[config.mk]
export PLATFORM = sky130hd
export DESIGN_NAME = datapath_gen2
export DESIGN_NICKNAME = d
export VERILOG_FILES = /design/src/rtl/dp_gen2_pkg.sv /design/src/rtl/dp_seq_mul.sv /design/src/rtl/datapath_gen2.sv
export SDC_FILE = /design/constraint.sdc
export NUM_CORES = 1
export LEC_CHECK = 0
export CAP_MARGIN = 30
export CORE_MARGIN = 2
export CORE_UTILIZATION = 45
export CTS_CLUSTER_DIAMETER = 200
export CTS_CLUSTER_SIZE = 28
export DETAILED_ROUTE_END_ITERATION = 8
export PLACE_DENSITY = 0.66
export SLEW_MARGIN = 0
export SYNTH_ARGS = -nofsm -noshare
export SYNTH_HDL_FRONTEND = slang
export SYNTH_HIERARCHICAL = 1
export SYNTH_SLANG_ARGS = --single-unit
[constraint.sdc]
create_clock -name clk -period 11.8 [get_ports clk]
set_input_delay 3.54 -clock clk [delete_from_list [all_inputs] [get_ports clk]]
set_output_delay 3.54 -clock clk [all_outputs]
set_load 0.02 [all_outputs]
[src/rtl/dp_gen2_pkg.sv]
// Shared definitions for the datapath_gen2 slice: ALU/shift codes,
// writeback select encodings, status flag positions and the
// multiplier sequencer states.
package dp_gen2_pkg;

    typedef enum logic [2:0] {
        ALU_ADD = 3'b000,
        ALU_SUB = 3'b001,
        ALU_AND = 3'b010,
        ALU_NOT = 3'b011,
        ALU_MUL = 3'b100
    } alu_op_e;

    typedef enum logic [1:0] {
        SH_NONE = 2'b00,
        SH_LSL1 = 2'b01,
        SH_LSR1 = 2'b10,
        SH_ASR1 = 2'b11
    } shift_e;

    // Multiplier sequencer state; exported so checkers can observe it.
    typedef enum logic {
        MUL_IDLE = 1'b0,
        MUL_RUN  = 1'b1
    } mul_state_e;

    localparam logic [3:0] VSEL_MDATA  = 4'b0001;
    localparam logic [3:0] VSEL_SXIMM8 = 4'b0010;
    localparam logic [3:0] VSEL_PC     = 4'b0100;
    localparam logic [3:0] VSEL_C      = 4'b1000;

    localparam int FLAG_Z = 0;
    localparam int FLAG_N = 1;
    localparam int FLAG_V = 2;

endpackage

[src/rtl/dp_seq_mul.sv]
// Iterative shift-add multiplier. One multiplier bit is retired per
// cycle, so a start is followed by exactly WIDTH cycles in MUL_RUN.
// Only the low WIDTH bits of the product are accumulated.
// Handshake: i_start is honoured only in MUL_IDLE; o_finish is high
// during the final run cycle, and o_result is the completed product
// during that cycle so the caller can capture it on the closing edge.
module dp_seq_mul
    import dp_gen2_pkg::*;
#(
    parameter int WIDTH = 16
) (
    input  logic             clk,
    input  logic             reset,
    input  logic             i_start,
    input  logic [WIDTH-1:0] i_a,
    input  logic [WIDTH-1:0] i_b,
    output mul_state_e       o_state,
    output logic             o_finish,
    output logic [WIDTH-1:0] o_result
);

    localparam int CW = $clog2(WIDTH);

    mul_state_e       r_state;
    logic [WIDTH-1:0] r_a;
    logic [WIDTH-1:0] r_b;
    logic [WIDTH-1:0] r_acc;
    logic [CW-1:0]    r_cnt;
    logic [WIDTH-1:0] w_acc_next;
    logic             w_last;

    assign w_acc_next = r_acc + (r_b[0] ? r_a : '0);
    assign w_last     = (r_cnt == CW'(WIDTH - 1));

    // Sequencer: latch operands on start, then add-and-shift once per cycle.
    always_ff @(posedge clk) begin
        if (reset) begin
            r_state <= MUL_IDLE;
            r_a     <= '0;
            r_b     <= '0;
            r_acc   <= '0;
            r_cnt   <= '0;
        end else begin
            case (r_state)
                MUL_IDLE: begin
                    if (i_start) begin
                        r_a     <= i_a;
                        r_b     <= i_b;
                        r_acc   <= '0;
                        r_cnt   <= '0;
                        r_state <= MUL_RUN;
                    end
                end
                MUL_RUN: begin
                    r_acc <= w_acc_next;
                    r_a   <= {r_a[WIDTH-2:0], 1'b0};
                    r_b   <= {1'b0, r_b[WIDTH-1:1]};
                    r_cnt <= r_cnt + CW'(1);
                    if (w_last) begin
                        r_state <= MUL_IDLE;
                    end
                end
                default: r_state <= MUL_IDLE;
            endcase
        end
    end

    assign o_state  = r_state;
    assign o_finish = (r_state == MUL_RUN) && w_last;
    assign o_result = w_acc_next;

endmodule

[src/rtl/datapath_gen2.sv]
// datapath_gen2: register file, A/B operand registers, B-side shifter,
// ALU with an iterative multiply, C result register and {V,N,Z} status.
// Optional macro DP_BYPASS_EN forwards same-cycle writeback data to the
// read port when the write and read indices match.
// Handshake: a MUL starts when alu_op=MUL, loadc=1 and busy=0; busy then
// stays high for WIDTH cycles, C is written on the edge closing the last
// busy cycle, and done pulses for the single following cycle.
module datapath_gen2
    import dp_gen2_pkg::*;
#(
    parameter int WIDTH = 16,
    parameter int NREGS = 8,
    parameter int PC_W  = 9
) (
    input  logic                     clk,
    input  logic                     reset,
    input  logic [WIDTH-1:0]         mdata,
    input  logic [WIDTH-1:0]         sximm8,
    input  logic [WIDTH-1:0]         sximm5,
    input  logic [PC_W-1:0]          pc,
    input  logic [3:0]               vsel,
    input  logic [$clog2(NREGS)-1:0] writenum,
    input  logic                     write,
    input  logic [$clog2(NREGS)-1:0] readnum,
    input  logic                     loada,
    input  logic                     loadb,
    input  logic                     asel,
    input  logic                     bsel,
    input  logic [1:0]               shift,
    input  logic [2:0]               alu_op,
    input  logic                     loadc,
    input  logic                     loads,
    output logic [WIDTH-1:0]         c_out,
    output logic [2:0]               status,
    output logic                     busy,
    output logic                     done
);

    logic [WIDTH-1:0] r_regs [NREGS];
    logic [WIDTH-1:0] r_a;
    logic [WIDTH-1:0] r_b;
    logic [WIDTH-1:0] r_c;
    logic [2:0]       r_status;
    logic             r_done;
    logic             r_mul_loads;

    logic [WIDTH-1:0] w_wdata;
    logic             w_vsel_ok;
    logic             w_wr_en;
    logic [WIDTH-1:0] w_rdata;
    logic [WIDTH-1:0] w_bsh;
    logic [WIDTH-1:0] w_ain;
    logic [WIDTH-1:0] w_bin;
    logic [WIDTH-1:0] w_alu;
    logic             w_v;
    alu_op_e          w_op;
    shift_e           w_shift;
    mul_state_e       w_mul_state;
    logic             w_mul_finish;
    logic [WIDTH-1:0] w_mul_result;
    logic             w_busy;
    logic             w_mul_start;

    assign w_op    = alu_op_e'(alu_op);
    assign w_shift = shift_e'(shift);

    // Writeback source select; anything other than a single hot bit is invalid.
    always_comb begin
        w_wdata   = '0;
        w_vsel_ok = 1'b1;
        case (vsel)
            VSEL_MDATA:  w_wdata = mdata;
            VSEL_SXIMM8: w_wdata = sximm8;
            VSEL_PC:     w_wdata = WIDTH'(pc);
            VSEL_C:      w_wdata = r_c;
            default: begin
                w_wdata   = '0;
                w_vsel_ok = 1'b0;
            end
        endcase
    end

    assign w_wr_en = write && w_vsel_ok;

`ifdef DP_BYPASS_EN
    assign w_rdata = (w_wr_en && (writenum == readnum)) ? w_wdata : r_regs[readnum];
`else
    assign w_rdata = r_regs[readnum];
`endif

    // Register file: single write port, cleared by reset.
    always_ff @(posedge clk) begin
        if (reset) begin
            for (int i = 0; i < NREGS; i++) begin
                r_regs[i] <= '0;
            end
        end else if (w_wr_en) begin
            r_regs[writenum] <= w_wdata;
        end
    end

    // Operand registers load from the read port, independent of busy.
    always_ff @(posedge clk) begin
        if (reset) begin
            r_a <= '0;
            r_b <= '0;
        end else begin
            if (loada) r_a <= w_rdata;
            if (loadb) r_b <= w_rdata;
        end
    end

    // B-side shifter.
    always_comb begin
        w_bsh = r_b;
        case (w_shift)
            SH_NONE: w_bsh = r_b;
            SH_LSL1: w_bsh = {r_b[WIDTH-2:0], 1'b0};
            SH_LSR1: w_bsh = {1'b0, r_b[WIDTH-1:1]};
            SH_ASR1: w_bsh = {r_b[WIDTH-1], r_b[WIDTH-1:1]};
            default: w_bsh = r_b;
        endcase
    end

    assign w_ain = asel ? '0 : r_a;
    assign w_bin = bsel ? sximm5 : w_bsh;

    // Single-cycle ALU; V is only meaningful for ADD/SUB.
    always_comb begin
        w_alu = '0;
        w_v   = 1'b0;
        case (w_op)
            ALU_ADD: begin
                w_alu = w_ain + w_bin;
                w_v   = (w_ain[WIDTH-1] == w_bin[WIDTH-1]) && (w_alu[WIDTH-1] != w_ain[WIDTH-1]);
            end
            ALU_SUB: begin
                w_alu = w_ain - w_bin;
                w_v   = (w_ain[WIDTH-1] != w_bin[WIDTH-1]) && (w_alu[WIDTH-1] != w_ain[WIDTH-1]);
            end
            ALU_AND: w_alu = w_ain & w_bin;
            ALU_NOT: w_alu = ~w_bin;
            default: w_alu = '0;
        endcase
    end

    assign w_busy      = (w_mul_state == MUL_RUN);
    assign w_mul_start = loadc && (w_op == ALU_MUL) && !w_busy;

    dp_seq_mul #(
        .WIDTH (WIDTH)
    ) u_mul (
        .clk      (clk),
        .reset    (reset),
        .i_start  (w_mul_start),
        .i_a      (w_ain),
        .i_b      (w_bin),
        .o_state  (w_mul_state),
        .o_finish (w_mul_finish),
        .o_result (w_mul_result)
    );

    // C, status and done: hold while busy, capture the product when it finishes.
    always_ff @(posedge clk) begin
        if (reset) begin
            r_c         <= '0;
            r_status    <= '0;
            r_done      <= 1'b0;
            r_mul_loads <= 1'b0;
        end else begin
            r_done <= w_mul_finish;
            if (w_busy) begin
                if (w_mul_finish) begin
                    r_c <= w_mul_result;
                    if (r_mul_loads) begin
                        r_status <= {1'b0, w_mul_result[WIDTH-1], (w_mul_result == '0)};
                    end
                end
            end else if (w_mul_start) begin
                r_mul_loads <= loads;
            end else begin
                if (loadc) r_c <= w_alu;
                if (loads) r_status <= {w_v, w_alu[WIDTH-1], (w_alu == '0)};
            end
        end
    end

    assign c_out  = r_c;
    assign status = r_status;
    assign busy   = w_busy;
    assign done   = r_done;

endmodule

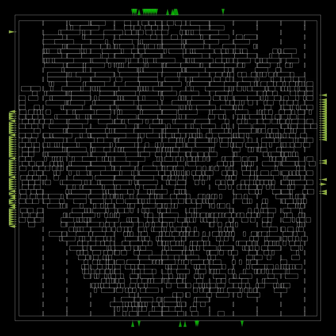
*Placement view*
Core Box Area: 29,640 µm²
non-filler cells, final: 1,839

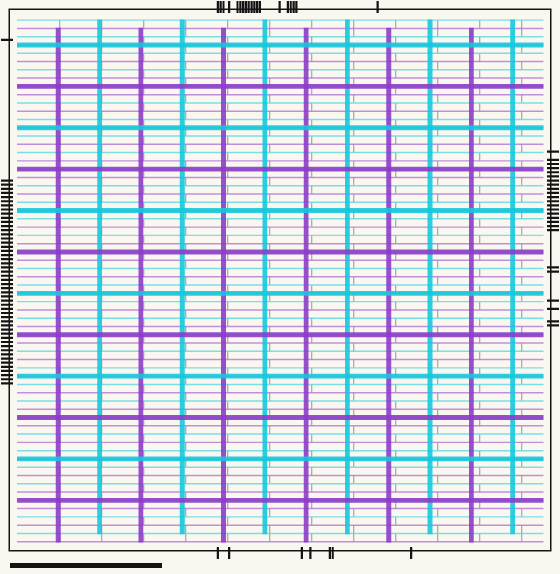
*Supply network*
Scale bar: 50 µm. Pins as bars on the die edge. Tap cells in grey.
legend:
  VDD:
    colour: cyan
  VSS:
    colour: purple
met1 rails: 64
signal pins: 102
DIE WIDTH: 177.4 µm
Die H: 177.4 µm
VDD IR max: 0.00008044 V

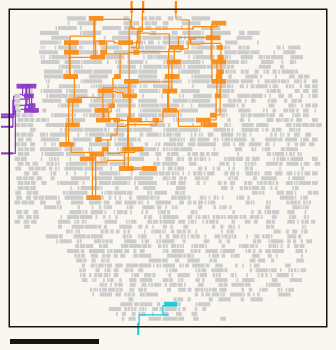
*I/O nets highlighted*
Scale bar: 50 µm.
legend:
  vsel:
    colour: purple
    direction: input
    end_cells: 8
    wire: 192 µm
  done:
    colour: cyan
    direction: output
    end_cells: 1
    wire: 35.2 µm
  readnum:
    colour: orange
    direction: input
    end_cells: 48
    wire: 1,260 µm
io pins: 102
port bufs: 101

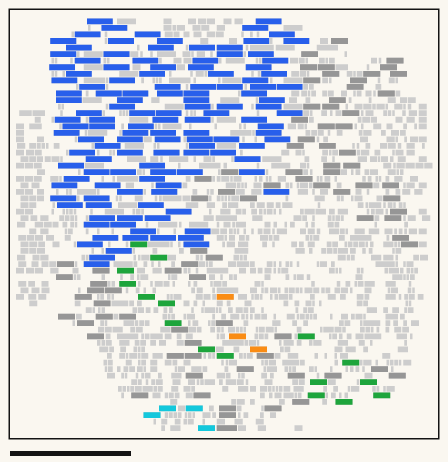
*Sequential cells coloured by netlist name*
Scale bar: 50 µm. Other sequential cells in the stronger grey, the rest of the logic in the fainter grey.
legend:
  u_mul/r_cnt:
    colour: cyan
    sequential_cells: 4
    where: bottom centre
  r_regs:
    colour: blue
    sequential_cells: 128
  u_mul/r_a:
    colour: green
    sequential_cells: 16
  status:
    colour: orange
    sequential_cells: 3
not coloured: 83
sequential cell area share: 39.16%
sequential cell power: 0.910 mW
Final Core Density: 51.44%

==> out/metrics.yaml <==
cts:
  cts.sinks: 234
  cts_resized: 0
  clkTransAtPathRegs_ns: 0.12
  numCtsBuffers: 12
  cts_hold_buf: 0
  cts_tree: "built"
finish:
  top_register: "r_regs"
  finalNetCount: 1575
  logic_gate_count: 1029
  buffers: 122
  drive_gt1_share_pct: 6.901
  area_growth_pct: 12.66
  largest_reg_flops: 128
  flop-count: 234
  seq_area_um2: 5969
logic_synthesis:
  ys_seq_share_pct: 44.09
  ys_area_um2: 13530
  synth_top_cell_by_count: "nor2_1"
  simple_gate_share_pct: 17.49
  synth-compound-area-share_pct: 16.19
  syn_area_per_cell_um2: 9.686
  top_area_share_pct: 28.40
  flop_cell: "edfxtp_1"
  mux_share_pct: 11.83
  largest_area_cell: "edfxtp_1"
  numSynthFlops: 234
  ys_warn_count: 6
  adder_share_pct: 4.882
  top_cells_by_count: "287 x nor2_1, 128 x edfxtp_1, 106 x dfxtp_1"
  synth.cell_area_um2: 13530
  topCellsByArea: "edfxtp_1 28%, dfxtp_1 16%, nor2_1 8.0%"
  ys_sh_xor_pct: 1.618
  yosys_cells: 1397
routing:
  initialDrtViolationCount: 1149
  wl_met3_um: 3176
  routedWlPerCell_um: 21.31
  viasPerCell: 5.930
  dr_total_vias: 10910
  wl_met1_um: 17220
min_path:
  holdPathEnd: "r_a[4]$_SDFFE_PP0P_"
  hp-class: "reg -> reg"
  whs_path_depth: 2
run_status:
  status: "finished, final reports clean"
global_routing:
  grt_pass1_vias: 10440
  grt_pass1_wl_um: 60530
  grt_max_degree: 93
  busiest_layer: "met2"
  track_usage_pct: 24.98
  grtUsageMet1_pct: 34.96
  use_met2_pct: 37.73
  grt_util_met3_pct: 5.634
  gr-total-overflow: 0
  antenna_found_initial: 0
timing:
  setup_viol: 0
  setup_slack_ns: 3.566
  tightest_slew_ns: 1.238
  holdWs_ns: 0.4888
  final-hold-violation-count: 0
  slew_headroom_pct: 17.47
  period_used_pct: 69.78
  tns_ns: 0
placed_design:
  dpl.hpwl_um: 28180
  place_ws_ns: 3.093
  dp.cells: 1815
pwr:
  cellLeakagePower_nw: 5.648
  combPwrFrac_pct: 18.5
  power_density_nw_per_um2: 112.0
  powerClk_mw: 0.482
  p_int_mw: 1.228
  power.switching_mw: 0.4794
floorplanning:
  rows: 63
  die_area_um2: 31470
worst_setup_path:
  critPathCapture: "status[1]$_SDFFE_PP0P_"
  cp.required_ns: 12.18
  reg2reg_depth: 15
  slowest_delay_ns: 1.07
  r2r-end: "status[1]$_SDFFE_PP0P_"
  rr_startpoint: "r_b[1]$_SDFFE_PP0P_"
  end_kind: "flip-flop"
  cp.arrival_ns: 8.61
  crit_start: "shift[0]"
flow_run:
  stage_log_warnings: 42
==> placed cells by master, fill, tap and decap left out, drive strengths merged, types with 19 or more instances in the layout <==
cell	n
nand2	71
clkbuf	19
a211oi	55
nand2b	23
clkdlybuf4s50	99
ha	48
mux4	33
edfxtp	128
mux2i	80
nor2	287
and2	24
dfxtp	106
o21ai	49
a21oi	91
nor2b	38
buf	23
inv	45
==> worst register-to-register path, cell delays in order, from the launching register on <==
cell	delay, ns
dfxtp_1	0.40
mux2i_1	0.09
nor2_1	0.12
a21oi_1	0.06
o21ai_0	0.76
inv_1	0.20
ha_1	0.34
nor2b_1	0.17
o221ai_2	0.22
a31oi_2	0.20
a2111o_1	0.49
a311oi_2	0.36
mux2_1	0.38
nor4_1	0.31
or3_1	0.18
a21oi_2	0.05
No activity file was given, so power comes from the tool's default toggle rates.
